--- src/rtl/mem_access_stage.sv ---
// MEM pipeline stage: drives a word-wide synchronous RAM (1-cycle read) and IO strobes, does
// sub-word load extension and read-modify-write sub-word stores. Optional: `MISALIGN_TRAP_EN.
module mem_access_stage #(
    parameter int ADDR_W = 14
) (
    input  logic              clk,
    input  logic              rst_n,
    input  logic              RegWrite_i,
    input  logic              MemRead_i,
    input  logic              MemWrite_i,
    input  logic              MemOrIoToReg_i,
    input  logic              IoRead_i,
    input  logic              IoWrite_i,
    input  logic              LoadUnsigned_i,
    input  logic [1:0]        ByteOrWord_i,
    input  logic [31:0]       ALUResult_i,
    input  logic [31:0]       rdata2_i,
    input  logic [4:0]        rd_i,
    output logic [ADDR_W-1:0] mem_addr_o,
    output logic              mem_we_o,
    output logic [31:0]       mem_wdata_o,
    input  logic [31:0]       mem_rdata_i,
    output logic              io_rd_o,
    output logic              io_wr_o,
    output logic [31:0]       io_wdata_o,
    input  logic [31:0]       io_rdata_i,
    output logic              stall_o,
    output logic              misalign_o,
    output logic              RegWrite_o,
    output logic              MemOrIoToReg_o,
    output logic [31:0]       ALUResult_o,
    output logic [31:0]       MemData_o,
    output logic [4:0]        rd_o
);

    typedef enum logic [1:0] {IDLE, LD_WAIT, RMW_RD, RMW_WR} state_t;

    state_t      state_q, state_d;
    logic [31:0] merge_q, merge_d;
    logic [31:0] mem_data_q, mem_data_d;
    logic        reg_write_q, reg_write_d;
    logic        mem_or_io_q;
    logic [31:0] alu_q;
    logic [4:0]  rd_q;

    logic [1:0]  lane;
    logic [4:0]  byte_sh, half_sh;
    logic        is_word, is_half, mis;
    logic        stall, mem_we, io_rd, io_wr;
    logic [31:0] mem_wdata, load_val, merged;
    logic [7:0]  ld_byte;
    logic [15:0] ld_half;

    assign lane    = ALUResult_i[1:0];
    assign byte_sh = {lane, 3'b000};
    assign half_sh = {lane[1], 4'b0000};
    assign is_word = ByteOrWord_i[1];
    assign is_half = (ByteOrWord_i == 2'b01);

`ifdef MISALIGN_TRAP_EN
    logic misalign_q, misalign_d;

    assign mis        = (is_half && lane[0]) || (is_word && (lane != 2'b00));
    assign misalign_d = (state_q == IDLE) && (MemRead_i || MemWrite_i) && mis;

    always_ff @(posedge clk or negedge rst_n) begin
        if (!rst_n) misalign_q <= 1'b0;
        else        misalign_q <= misalign_d;
    end
    assign misalign_o = misalign_q;
`else
    // Without the trap, low address bits below the access size are simply ignored.
    assign mis        = 1'b0;
    assign misalign_o = 1'b0;
`endif

    always_comb begin
        ld_byte  = mem_rdata_i[byte_sh +: 8];
        ld_half  = mem_rdata_i[half_sh +: 16];
        load_val = mem_rdata_i;
        if (is_half)
            load_val = {{16{~LoadUnsigned_i & ld_half[15]}}, ld_half};
        else if (!is_word)
            load_val = {{24{~LoadUnsigned_i & ld_byte[7]}}, ld_byte};
    end

    always_comb begin
        merged = mem_rdata_i;
        if (is_half) merged[half_sh +: 16] = rdata2_i[15:0];
        else         merged[byte_sh +: 8]  = rdata2_i[7:0];
    end

    always_comb begin
        state_d    = state_q;
        merge_d    = merge_q;
        mem_data_d = mem_data_q;
        stall      = 1'b0;
        mem_we     = 1'b0;
        mem_wdata  = rdata2_i;
        io_rd      = 1'b0;
        io_wr      = 1'b0;
        case (state_q)
            IDLE: begin
                // Read has priority over a simultaneous write.
                if (MemRead_i) begin
                    if (mis) begin
                        mem_data_d = '0;
                    end else begin
                        stall   = 1'b1;
                        state_d = LD_WAIT;
                    end
                end else if (MemWrite_i) begin
                    if (!mis) begin
                        if (is_word) begin
                            mem_we = 1'b1;
                        end else begin
                            stall   = 1'b1;
                            state_d = RMW_RD;
                        end
                    end
                end else begin
                    io_rd = IoRead_i;
                    io_wr = IoWrite_i;
                    if (IoRead_i) mem_data_d = io_rdata_i;
                end
            end
            LD_WAIT: begin
                mem_data_d = load_val;
                state_d    = IDLE;
            end
            RMW_RD: begin
                stall   = 1'b1;
                merge_d = merged;
                state_d = RMW_WR;
            end
            RMW_WR: begin
                mem_we    = 1'b1;
                mem_wdata = merge_q;
                state_d   = IDLE;
            end
            default: state_d = IDLE;
        endcase
    end

    assign reg_write_d = stall ? 1'b0 : (RegWrite_i && (rd_i != '0));

    always_ff @(posedge clk or negedge rst_n) begin
        if (!rst_n) begin
            state_q     <= IDLE;
            merge_q     <= '0;
            mem_data_q  <= '0;
            reg_write_q <= 1'b0;
            mem_or_io_q <= 1'b0;
            alu_q       <= '0;
            rd_q        <= '0;
        end else begin
            state_q     <= state_d;
            merge_q     <= merge_d;
            mem_data_q  <= mem_data_d;
            reg_write_q <= reg_write_d;
            mem_or_io_q <= MemOrIoToReg_i;
            alu_q       <= ALUResult_i;
            rd_q        <= rd_i;
        end
    end

    // Strobes are gated by reset so nothing fires while the stage is held in reset.
    assign mem_addr_o     = ALUResult_i[ADDR_W+1:2];
    assign mem_we_o       = mem_we & rst_n;
    assign mem_wdata_o    = mem_wdata;
    assign io_rd_o        = io_rd & rst_n;
    assign io_wr_o        = io_wr & rst_n;
    assign io_wdata_o     = rdata2_i;
    assign stall_o        = stall & rst_n;
    assign RegWrite_o     = reg_write_q;
    assign MemOrIoToReg_o = mem_or_io_q;
    assign ALUResult_o    = alu_q;
    assign MemData_o      = mem_data_q;
    assign rd_o           = rd_q;

endmodule
--- config.mk ---
export PLATFORM = sky130hd
export DESIGN_NAME = mem_access_stage
export DESIGN_NICKNAME = d
export VERILOG_FILES = /design/src/rtl/mem_access_stage.sv
export SDC_FILE = /design/constraint.sdc
export NUM_CORES = 1
export LEC_CHECK = 0
export CAP_MARGIN = 20
export CELL_PAD_IN_SITES_DETAIL_PLACEMENT = 0
export CELL_PAD_IN_SITES_GLOBAL_PLACEMENT = 1
export CORE_UTILIZATION = 42
export DETAILED_ROUTE_END_ITERATION = 7
export DONT_BUFFER_PORTS = 1
export PLACE_DENSITY_LB_ADDON = 0.1
export SKIP_CTS_REPAIR_TIMING = 1
export SYNTH_ARGS = -nofsm -noshare
export SYNTH_HDL_FRONTEND = slang
export SYNTH_SLANG_ARGS = --single-unit
--- constraint.sdc ---
create_clock -name clk -period 1.8 [get_ports clk]
set_input_delay 0.36 -clock clk [delete_from_list [all_inputs] [get_ports clk]]
set_output_delay 0.36 -clock clk [all_outputs]
set_load 0.03 [all_outputs]
==> images/clk_routes.png <==
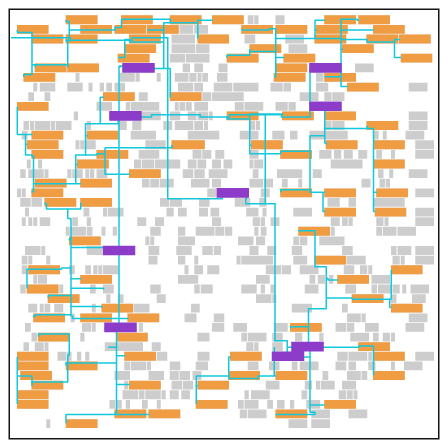
- clock drivers: purple (count 9)
- clock wires: cyan (length 1,370 um)
- flip-flops: orange (count 105)
- routed clock nets: 10

==> images/layer_met1.png <==
Supply wires on this layer in gray. Cells faint in the background.
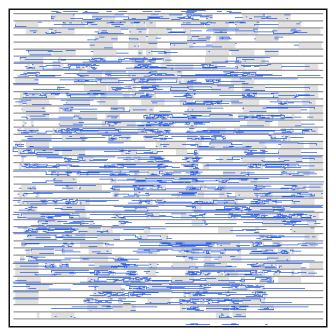
- share of all routed wire: 43%
- main direction: horizontal
- longest straight run: 51.5 um
- wire length on this layer: 7,700 um

==> images/clocks.png <==
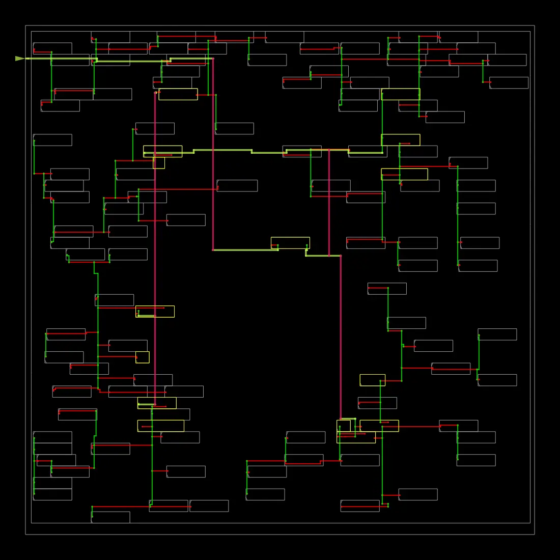
flip-flops: 105
Final Skew: 0.00676 ns
Num CTS Buffers: 9
clock latency on the worst-skew pair: 0.35 ns
Sink Count: 105

==> images/sizes.png <==
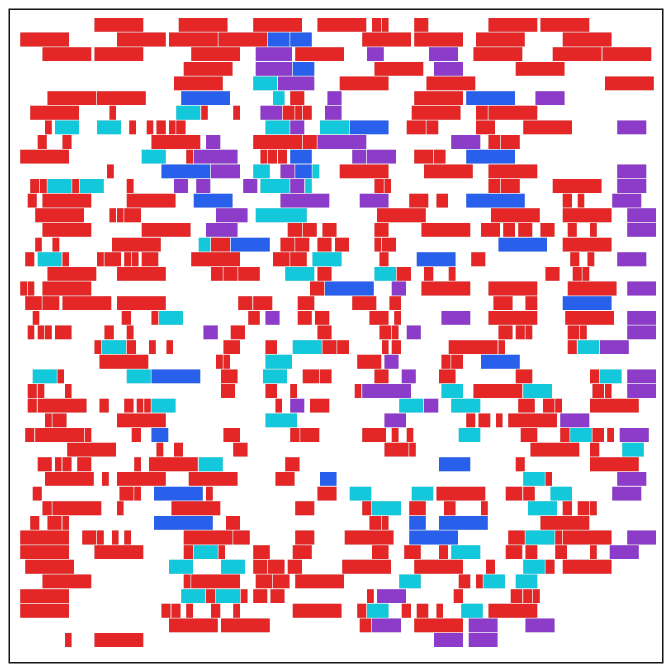
- _3 and _4 cells: purple (cells 63; most used mux2_4)
- _0 and _1 cells: red (cells 379; most used dfrtp_1)
- _6 and larger: blue (cells 27; most used clkbuf_16)
- _2 cells: cyan (cells 58; most used a211oi_2)

==> images/placement_by_type.png <==
Scale bar: 20 um.
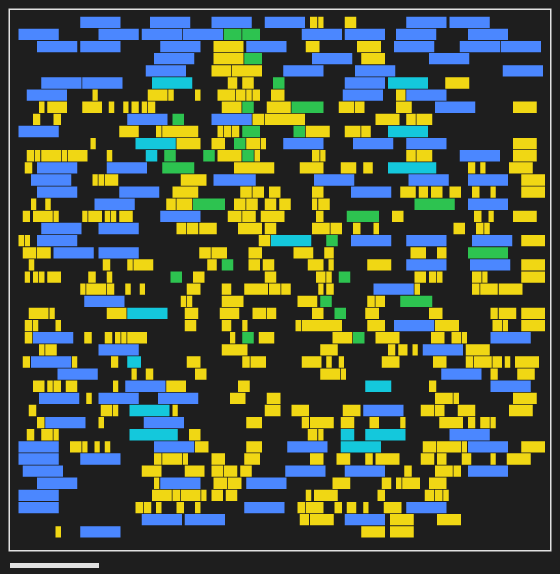
- flops: blue (cells 105; share of their area 41%)
- combinational and other logic: yellow (cells 380; share of their area 48%)
- other buffers and delay cells: green (cells 27; share of their area 5.0%)
- clock drivers and dummy loads: cyan (cells 15; share of their area 5.2%)

[per-layer routing]
metal  routed length, um  vias up
met5                  16        -
met4                 288        2
met3                1570       22
li1                    -     1939
met1                7700     2167
met2                8230      209
[area by class of cell]
cell class | count | area share
sequential | 105 | 0.400
clock buffer | 9 | 0.0343
timing repair buffer | 27 | 0.0480
clock inverter | 6 | 0.0154
multi-input combinational | 355 | 0.452
inverter | 25 | 0.0158
tap | 180 | 0.0343
[how the worst min path moves through the flow]
stage	to	slack (ns)	cells after the start
2_1_floorplan	ALUResult_o[0]	0.06	0
3_3_place_gp	merge_q[27]	0.07	0
3_5_place_dp	merge_q[27]	0.07	0
4_1_cts	merge_q[30]	-0.32	0
5_1_grt	merge_q[7]	-0.32	0
6_report	merge_q[12]	-0.30	0
==> reports/metrics.cfg <==
[timing]
fin_tns_setup_ns=-8.25
finalHoldViolCount=105
worst_slew_pin_slew_ns=0.549
fin_ws_ns=-0.255
hold_ws_ns=-0.303
setup_viol=36

[drt]
drc=0
wl_per_cell_um=25.2
antenna_left=0

[critical_path]
crit_required_ns=1.44
crit_path_end_kind=output port
r2r-start=state_q[1]

[cells_and_area]
fin_area_mm2=0.00656
final_util=0.473
nets=676

[yosys]
synthAoiAreaFrac=0.213
postSynthAreaPerCell_um2=10.4
flop_cell=dfrtp_1
postSynthCellCount=572
top_area_cell=dfrtp_1
ys_sh_xor=0
ys_warn_count=0
synth_seq_share=0.441
ys_area_mm2=0.00596

[outcome]
status=finished with violations
violations=hold timing, setup timing

[grt]
antenna_found_initial=1
use_met3=0.0686
grt_pass1_wl_um=25700
grt_pass1_vias=4287

[placed_design]
dp_slack_ns=0.0137

[power_and_ir_drop]
powerComb_mw=3.93
clockPowerShare=0.204

[flow_run]
warnings=38

[floorplan]
fp.coreArea_mm2=0.0139

[cts]
cts_tree=built
cts_max_path_buffers=2

